**src/rtl/arb138_pkg.sv**
```systemverilog
// Shared definitions for the 74LS138 round-robin arbiter: sizes, FSM state
// codes and the round-robin winner search.
package arb138_pkg;

    localparam int N_REQ = 8;
    localparam int SEL_W = 3;

    localparam logic [1:0] ST_IDLE  = 2'd0;
    localparam logic [1:0] ST_GRANT = 2'd1;
    localparam logic [1:0] ST_GAP   = 2'd2;

    // First set request bit at or above ptr, wrapping 7 -> 0.
    function automatic logic [SEL_W-1:0] rr_pick(input logic [N_REQ-1:0] req,
                                                 input logic [SEL_W-1:0] ptr);
        logic [SEL_W-1:0] idx;
        logic             found;
        rr_pick = ptr;
        found   = 1'b0;
        for (int unsigned k = 0; k < N_REQ; k++) begin
            idx = ptr + SEL_W'(k);
            if (!found && req[idx]) begin
                rr_pick = idx;
                found   = 1'b1;
            end
        end
    endfunction

endpackage

```
**src/rtl/decode138.sv**
```systemverilog
// 74LS138-style 3-to-8 decoder: active-low outputs, enabled by E1 & ~E2_n & ~E3_n.
module decode138 (
    input  logic       A0,
    input  logic       A1,
    input  logic       A2,
    input  logic       E1,
    input  logic       E2_n,
    input  logic       E3_n,
    output logic [7:0] Y_n
);

    logic       w_en;
    logic [2:0] w_sel;

    assign w_en  = E1 & ~E2_n & ~E3_n;
    assign w_sel = {A2, A1, A0};

    always_comb begin
        Y_n = '1;
        if (w_en) begin
            Y_n[w_sel] = 1'b0;
        end
    end

endmodule

```
**src/rtl/arb138_rr.sv**
```systemverilog
// Round-robin arbiter driving a shared 138 decoder; grants are bounded by
// HOLD_MAX cycles and separated by a one-cycle break-before-make gap.
module arb138_rr
    import arb138_pkg::*;
#(
    parameter int HOLD_MAX = 16
) (
    input  logic       clk,
    input  logic       rst,
    input  logic [7:0] req,
    output logic       A0,
    output logic       A1,
    output logic       A2,
    output logic       E1,
    output logic       E2_n,
    output logic       E3_n,
    output logic [7:0] grant_n,
    output logic       busy,
    output logic       timeout
);

    localparam int CNT_W = (HOLD_MAX > 2) ? $clog2(HOLD_MAX) : 1;
    localparam logic [CNT_W-1:0] CNT_LIMIT = CNT_W'(HOLD_MAX - 1);

    logic [1:0]       r_state;
    logic [SEL_W-1:0] r_ptr;
    logic [SEL_W-1:0] r_sel;
    logic [CNT_W-1:0] r_cnt;
    logic             r_e1;
    logic             r_e2_n;
    logic             r_e3_n;
    logic             r_timeout;

    logic [SEL_W-1:0] w_winner;
    logic             w_sel_req;

    assign w_winner  = rr_pick(req, r_ptr);
    assign w_sel_req = req[r_sel];

    always_ff @(posedge clk or posedge rst) begin
        if (rst) begin
            r_state   <= ST_IDLE;
            r_ptr     <= '0;
            r_sel     <= '0;
            r_cnt     <= '0;
            r_e1      <= 1'b0;
            r_e2_n    <= 1'b1;
            r_e3_n    <= 1'b1;
            r_timeout <= 1'b0;
        end else begin
            r_timeout <= 1'b0;
            case (r_state)
                ST_IDLE: begin
                    // The first edge after reset only opens the active-low enables.
                    if (r_e2_n || r_e3_n) begin
                        r_e2_n <= 1'b0;
                        r_e3_n <= 1'b0;
                    end else if (|req) begin
                        r_sel   <= w_winner;
                        r_e1    <= 1'b1;
                        r_cnt   <= '0;
                        r_state <= ST_GRANT;
                    end
                end
                ST_GRANT: begin
                    if (!w_sel_req || (r_cnt == CNT_LIMIT)) begin
                        r_e1      <= 1'b0;
                        r_ptr     <= r_sel + SEL_W'(1);
                        r_state   <= ST_GAP;
                        r_timeout <= w_sel_req;
                    end else begin
                        r_cnt <= r_cnt + CNT_W'(1);
                    end
                end
                ST_GAP: begin
                    r_state <= ST_IDLE;
                end
                default: begin
                    r_state <= ST_IDLE;
                end
            endcase
        end
    end

    decode138 u_dec (
        .A0   (r_sel[0]),
        .A1   (r_sel[1]),
        .A2   (r_sel[2]),
        .E1   (r_e1),
        .E2_n (r_e2_n),
        .E3_n (r_e3_n),
        .Y_n  (grant_n)
    );

    assign A0      = r_sel[0];
    assign A1      = r_sel[1];
    assign A2      = r_sel[2];
    assign E1      = r_e1;
    assign E2_n    = r_e2_n;
    assign E3_n    = r_e3_n;
    assign busy    = (r_state != ST_IDLE);
    assign timeout = r_timeout;

endmodule

```
**config.mk**
```make
export PLATFORM = sky130hd
export DESIGN_NAME = arb138_rr
export DESIGN_NICKNAME = d
export VERILOG_FILES = /design/src/rtl/arb138_pkg.sv /design/src/rtl/decode138.sv /design/src/rtl/arb138_rr.sv
export SDC_FILE = /design/constraint.sdc
export NUM_CORES = 1
export LEC_CHECK = 0
export CORE_AREA = 4 4 51 75
export DETAILED_ROUTE_END_ITERATION = 7
export DIE_AREA = 0 0 55 79
export PLACE_DENSITY = 0.74
export SLEW_MARGIN = 20
export SYNTH_ARGS = -nofsm -noshare
export SYNTH_HDL_FRONTEND = slang
export SYNTH_SLANG_ARGS = --single-unit
```
**constraint.sdc**
```tcl
create_clock -name clk -period 3.82 [get_ports clk]
set_input_delay 0.764 -clock clk [delete_from_list [all_inputs] [get_ports clk]]
set_output_delay 0.764 -clock clk [all_outputs]
set_load 0.03 [all_outputs]
```
Fig. 1: run 1, congestion heat map
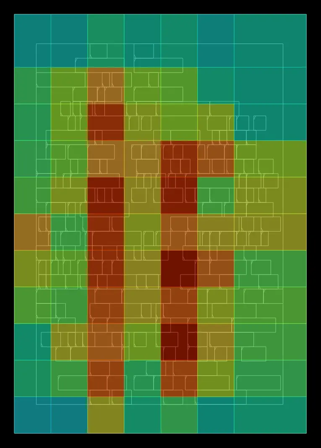
met1 usage: 25.2%
met2 global-route usage: 39.2%
Final Core Density: 60.2%
most utilized layer in the global route result: met2

Fig. 2: run 1, signal wires on met3
Drawn at 6 px/um.
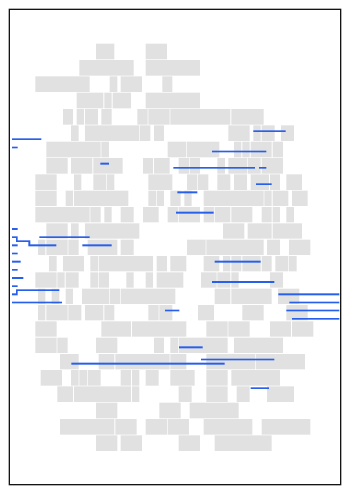
wire length on this layer	187 um
main direction	horizontal
total vias in the final route: 1462
Final Routed Wirelength: 4220 um
met3 routing resource usage after global routing: 1.88%

Fig. 3: run 1, clock distribution
Drawn at 4 px/um.
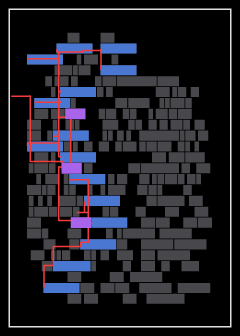
[red] clock wires | length: 194 um
[purple] clock-net drivers | count: 3
[blue] flip-flops | count: 15
routed clock nets	4
share of power burned in the clock network: 6.3%
final setup skew: 0.00460 ns
clk_lat worst skew: 0.25 ns
power attributed to the clock group: 128 uW

Fig. 4: run 1, placement density heat map
Drawn at 4 px/um. 6 x 8 tiles, from dark blue (low) to red (high), 0 to 100% covered.
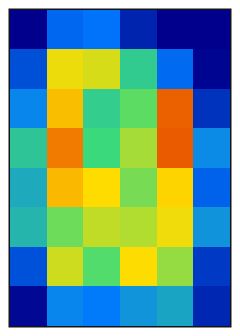
emptiest ninth of the die	north-east
fullest tile	90%
nearly empty tiles	10%
tiles over 75% full	13%
mean over tiles	43%
core utilization before placement: 52.1%
placeable core area: 0.00316 mm2

==> flow_metrics.rpt, run 1 <==
=== SYNTHESIS / PLACE & ROUTE SUMMARY ===
----------------------------------------------------
[Run status]
  Status ........................ completed

[Clock network]
  CTS clock-pin slew for the worst setup and hold paths ........................ 0.06 ns
  Buffers inserted during post-CTS setup optimization ........................ 0
  TritonCTS clock tree ........................ built
  Clock sink count ........................ 15
  Number of buffers inserted during clock tree synthesis ........................ 3
  Hold-fix buffer count after cts ........................ 0

[Setup path]
  Critical path launch point type ........................ primary input
  Instance count on the critical path ........................ 8
  Capturing element type of the critical path ........................ flop
  Reg-to-Reg Start ........................ r_ptr[0]
  Critical path class ........................ in2reg
  Peak per-stage delay on the critical path ........................ 0.60 ns
  Crit Path Max Fanout ........................ 7
  Minimum setup slack among reg-to-reg paths ........................ 0.81 ns
  Critical path cell sequence ........................ clkdlybuf4s50_1 -> mux2i_1 -> nor3b_4 -> o41ai_4 -> a2111oi_4 -> a221oi_2 -> o221ai_1 -> a221o_1
  Required time of the critical path ........................ 3.95 ns
  Critical Path End ........................ r_sel[1]
  Worst EP arrival ........................ 3.15 ns
  Worst reg2reg path endpoint ........................ r_sel[1]

[Synthesis]
  Main synth FF type ........................ sky130_fd_sc_hd__dfrtp_1
  Unique cell type count in the Yosys netlist ........................ 57
  Flops out of synthesis ........................ 15
  Post-synth EDFFs ........................ 0
  Top cell area share ........................ 21.3%
  Number of cells in Yosys stat ........................ 170
  Number of warnings issued by yosys ........................ 0
  Top cell types by occurrence after synthesis ........................ sky130_fd_sc_hd__nand2_1, sky130_fd_sc_hd__dfrtp_1, sky130_fd_sc_hd__a21oi_1
  Gate count after technology mapping ........................ 170

[Route]
  Violation count after the first detailed-route iteration ........................ 56
  Average detailed-routed wire length per instance ........................ 18.2 um
  Post-Route M1 WL ........................ 1610 um
  Detailed-route vias per instance ........................ 6.30
  Count of TritonRoute iterations in the first routing pass ........................ 4
  Count of antenna-violating nets left after detailed routing ........................ 0

[STA]
  Worst hold margin ........................ 0.510 ns
  Worst setup margin ........................ 0.806 ns
  Worst-margin pin slew ........................ 0.804 ns
  RSZ-0062 raised after global routing ........................ no
  Total negative slack ........................ 0 ns
  Final clock period utilization by the worst path ........................ 78.9%
  Shortest period the worst path allows ........................ 3.01 ns
  Final slew viol count ........................ 0

[Run]
  Count of warning messages emitted by the tools ........................ 27

[Cells and area]
  Number of clock buffers in the layout ........................ 3
  Area overhead of the layout relative to synthesis ........................ 15.7%
  Layout Cell Area excl Fill ........................ 0.00190 mm2
  Share of cells above drive strength 1 ........................ 19.3%
  Number of multi-input combinational cells in the layout ........................ 138
  Gate Area ........................ 0.00113 mm2
  Sequential fraction of total cell area ........................ 19.8%
  Number of standard cells in the layout, taps in and fillers out ........................ 232
  Number of sequential cells in the layout ........................ 15
  Antenna fix cells ........................ 0
  Buffers excl. clock ........................ 28

[Pwr]
  Final Power ........................ 2020 uW
  Static leakage ........................ 0.000783 uW
  Biggest power consumer among the groups ........................ combinational cells
  Power density normalized to cell area ........................ 1060 mW/mm2

[Global route]
  Pin count of the biggest net entering global routing ........................ 16

[Hold path]
  Worst hold start ........................ r_cnt[0]
  Instance count along the most critical hold path ........................ 1
  Hold Path End ........................ r_cnt[0]

[Die]
  Count of standard-cell rows ........................ 25
  Ports ........................ 26
  # Taps ........................ 40

[Placement]
  Final GP Congestion ........................ 0.893

----------------------------------------------------
run 1: sequential cells by signal (all words and copies together), names as in the netlist:
register	flops
r_sel	3
r_ptr	3
E3_n	1
r_state	2
E1	1
timeout	1
r_cnt	4
run 1: layout by cell type (no fill, tap or decap), types with 2 or more instances in the layout:
master and instances:
sky130_fd_sc_hd__nor2b_1 3, sky130_fd_sc_hd__o21ai_1 2, sky130_fd_sc_hd__nand3_1 6, sky130_fd_sc_hd__nor3_1 2, sky130_fd_sc_hd__buf_4 3, sky130_fd_sc_hd__mux2i_1 8
sky130_fd_sc_hd__nand2b_1 3, sky130_fd_sc_hd__mux4_2 8, sky130_fd_sc_hd__mux4_1 2, sky130_fd_sc_hd__clkinv_2 2, sky130_fd_sc_hd__dfrtp_1 14, sky130_fd_sc_hd__a31oi_1 3
sky130_fd_sc_hd__clkdlybuf4s50_1 25, sky130_fd_sc_hd__a21oi_1 9, sky130_fd_sc_hd__and3_2 3, sky130_fd_sc_hd__nor4_1 3, sky130_fd_sc_hd__mux2_2 3, sky130_fd_sc_hd__nand4_1 2
sky130_fd_sc_hd__clkbuf_8 3, sky130_fd_sc_hd__ha_1 4, sky130_fd_sc_hd__nor3b_1 3, sky130_fd_sc_hd__nor2_1 7, sky130_fd_sc_hd__o21ai_0 8, sky130_fd_sc_hd__xor2_1 4
sky130_fd_sc_hd__inv_1 6, sky130_fd_sc_hd__nand2_1 26, sky130_fd_sc_hd__xnor2_1 2
run 1: kinds of logic (layout without fill, tap and decap cells):
group                    after synthesis  count (layout)  share of synthesized area [%]
flip-flops                            15              15                           22.9
adder cells (fa/ha/maj)                4               4                           3.04
XOR/XNOR                               6               6                           3.19
AND-OR/OR-AND                         38              38                           18.1
multiplexers                          22              22                           22.0
buffers and inverters                 17              39                           8.44
AND/OR/NAND/NOR                       68              68                           22.4
Fig. 5: run 1, wires at chosen ports, followed through buffers
Drawn at 4 px/um.
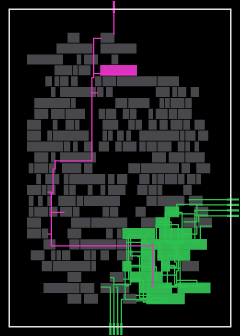

--- run 2 (diff from run 1) ---
==> constraint.sdc (replaced) <==
create_clock -name clk -period 3 [get_ports clk]
set_input_delay 0.6 -clock clk [delete_from_list [all_inputs] [get_ports clk]]
set_output_delay 0.6 -clock clk [all_outputs]
set_load 0.03 [all_outputs]
Fig. 6: run 2, wires at chosen ports, followed through buffers
Drawn at 4 px/um.
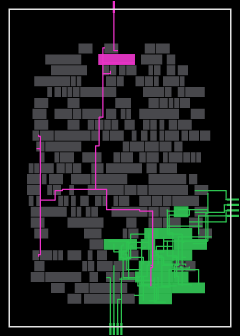
color	port	direction	edge	end cells	buffers	wire
magenta	`A2`	output	north	1	1	147 um
green	`req`	input	4 east, 4 south	15	11	439 um
Ports: 26
tally of buffers added on design ports: 25

==> flow_metrics.rpt, run 2 <==
=== SYNTHESIS / PLACE & ROUTE SUMMARY ===
----------------------------------------------------
[Clock network]
  Buffer cell driving the clock tree root ........................ sky130_fd_sc_hd__clkbuf_8
  Resize count post-CTS ........................ 0
  Buffers inserted during post-CTS setup optimization ........................ 0
  CTS clock-pin slew for the worst setup and hold paths ........................ 0.06 ns
  Number of buffers inserted during clock tree synthesis ........................ 3
  TritonCTS clock tree ........................ built
  Hold-fix buffer count after cts ........................ 0
  Clock sink count ........................ 15
  Clk_lat worst skew ........................ 0.24 ns

[Synthesis]
  Post-synthesis area per instance ........................ 9.68 um2
  Number of cells in Yosys stat ........................ 170
  Post-synth EDFFs ........................ 0
  Main synth FF type ........................ sky130_fd_sc_hd__dfrtp_1
  Main area contributors ........................ sky130_fd_sc_hd__dfrtp_1, sky130_fd_sc_hd__mux4_2, sky130_fd_sc_hd__nand2_1
  Flops out of synthesis ........................ 15
  Number of warnings issued by yosys ........................ 0
  Top cell area share ........................ 21.3%
  Top cell types by occurrence after synthesis ........................ sky130_fd_sc_hd__nand2_1, sky130_fd_sc_hd__dfrtp_1, sky130_fd_sc_hd__a21oi_1
  Unique cell type count in the Yosys netlist ........................ 57
  Gate count after technology mapping ........................ 170

[Pwr]
  Share of power burned in the clock network ........................ 6.0%
  Static leakage ........................ 0.000831 uW
  Seq. pwr ........................ 380 uW
  Sw Ratio ........................ 50.3%
  Power density normalized to cell area ........................ 1340 mW/mm2
  Biggest power consumer among the groups ........................ combinational cells
  Internal power component ........................ 1330 uW
  Power attributed to the clock group ........................ 162 uW

[Setup path]
  Worst EP arrival ........................ 2.98 ns
  Instance count on the critical path ........................ 8
  Critical path cell sequence ........................ clkdlybuf4s50_1 -> mux2i_1 -> nor3b_4 -> o41ai_4 -> a2111oi_4 -> a221oi_2 -> o221ai_1 -> a221o_1
  Top delay family on crit path ........................ AND-OR/OR-AND gates
  Critical path class ........................ in2reg
  Capturing element type of the critical path ........................ flop
  Crit Path Max Fanout ........................ 7
  Critical path launch point type ........................ primary input
  Worst r2r path cells ........................ 8
  Critical Path End ........................ r_sel[1]
  Peak per-stage delay on the critical path ........................ 0.62 ns
  Worst reg2reg path endpoint ........................ r_sel[1]
  Required time of the critical path ........................ 3.12 ns
  Reg-to-Reg Start ........................ r_ptr[0]
  Minimum setup slack among reg-to-reg paths ........................ 0.29 ns

[Die]
  Count of standard-cell rows ........................ 25
  Placeable core area ........................ 0.00316 mm2
  Core utilization before placement ........................ 52.1%

[Cells and area]
  Area overhead of the layout relative to synthesis ........................ 21.2%
  Number of standard cells in the layout, taps in and fillers out ........................ 242
  Most frequent standard cell in the layout excluding fill and tap cells ........................ sky130_fd_sc_hd__nand2_1
  Number of nets in the final layout ........................ 217
  Antenna fix cells ........................ 0
  Layout Cell Area excl Fill ........................ 0.00199 mm2
  Biggest regs ........................ r_cnt (4), r_ptr (3), r_sel (3)
  Flip-flop count of the largest register, all copies and words added ........................ 4
  Share of cells above drive strength 1 ........................ 23.8%
  Biggest register ........................ r_cnt
  Most used cells in the layout excluding fill and tap cells ........................ sky130_fd_sc_hd__nand2_1, sky130_fd_sc_hd__clkdlybuf4s50_1, sky130_fd_sc_hd__dfrtp_1

[STA]
  RSZ-0062 raised after global routing ........................ no
  Total negative slack ........................ 0 ns
  Final clock period utilization by the worst path ........................ 95.1%
  Final slew viol count ........................ 0
  Shortest period the worst path allows ........................ 2.85 ns
  Worst hold margin ........................ 0.518 ns
  Final setup skew ........................ 0.000809 ns
  Hold Fails Final Rpt ........................ 0
  Worst-margin pin slew ........................ 0.579 ns

[Global route]
  Most utilized layer in the global route result ........................ met2
  Met3 routing resource usage after global routing ........................ 2.25%
  Met2 global-route usage ........................ 38.7%
  Wire length of the first global-routing pass ........................ 7250 um
  Pin count of the biggest net entering global routing ........................ 16
  Met1 usage ........................ 25.4%

[Hold path]
  Worst hold start ........................ r_cnt[0]
  Hold Path End ........................ r_cnt[0]
  Instance count along the most critical hold path ........................ 1

[Route]
  Count of TritonRoute iterations in the first routing pass ........................ 4
  Detailed-route vias per instance ........................ 6.05
  Average detailed-routed wire length per instance ........................ 17.7 um
  Count of antenna-violating nets left after detailed routing ........................ 0
  Violation count after the first detailed-route iteration ........................ 71

[Run status]
  Status ........................ completed

[Placement]
  Total cell area at the placement stage ........................ 0.00193 mm2
  Final GP Congestion ........................ 0.905

[Run]
  Count of warning messages emitted by the tools ........................ 27

----------------------------------------------------
Fig. 7: run 2, met4 routing
Drawn at 4 px/um. Supply wires on this layer in gray.
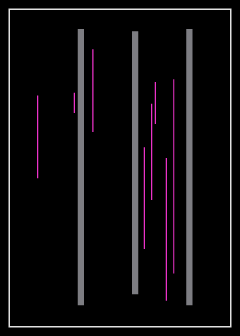
nets with wire on the layer	8
wire length on this layer	188 um
longest straight run	48.3 um
share of all routed wire	4.4%
Final Routed Wirelength: 4280 um
total vias in the final route: 1465

## run 2: cells by family (layout without fill, tap and decap cells)
family / after synthesis / in the layout / synth area share (%)
multiplexers: 22 / 22 / 22.0
AND/OR/NAND/NOR: 68 / 68 / 22.4
flip-flops: 15 / 15 / 22.9
XOR/XNOR: 6 / 6 / 3.19
adder cells (fa/ha/maj): 4 / 4 / 3.04
AND-OR/OR-AND: 38 / 38 / 18.1
buffers and inverters: 17 / 49 / 8.44
## run 2: stage by stage
step,setup slack [ns],utilization (%),power (uW)
floorplan,0.0721,-,2000
global placement,0.0498,61.1,2410
detailed placement,-0.0820,61.1,2480
CTS,0.0562,62.6,2650
global route,0.0274,63.1,2910
finish,0.147,63.1,2680
## run 2: worst reg2reg max path: stages, from the launching register on
cell	delay, ns
sky130_fd_sc_hd__dfrtp_1	0.38
sky130_fd_sc_hd__buf_4	0.21
sky130_fd_sc_hd__ha_1	0.35
sky130_fd_sc_hd__and3_2	0.27
sky130_fd_sc_hd__o41ai_4	0.45
sky130_fd_sc_hd__a2111oi_4	0.16
sky130_fd_sc_hd__a221oi_2	0.29
sky130_fd_sc_hd__o221ai_1	0.16
sky130_fd_sc_hd__a221o_1	0.31
## run 2: final cells by class
| class | count | area (um2) |
|---|---|---|
| Clock buffer | 4 | 45.0 |
| Fill cell | 264 | 1160 |
| Inverter | 7 | 27.5 |
| Multi-Input combinational cell | 138 | 1150 |
| Sequential cell | 15 | 377 |
| Tap cell | 40 | 50.0 |
| Timing Repair Buffer | 38 | 348 |
## run 2: layer usage
layer / part of all wire, % / vias up
met5: 0 / -
met2: 55 / 48
met4: 4.4 / 0
li1: - / 698
met3: 2.9 / 16
met1: 37 / 703
Power figures rest on the tool's default switching activity, not on a simulated workload.
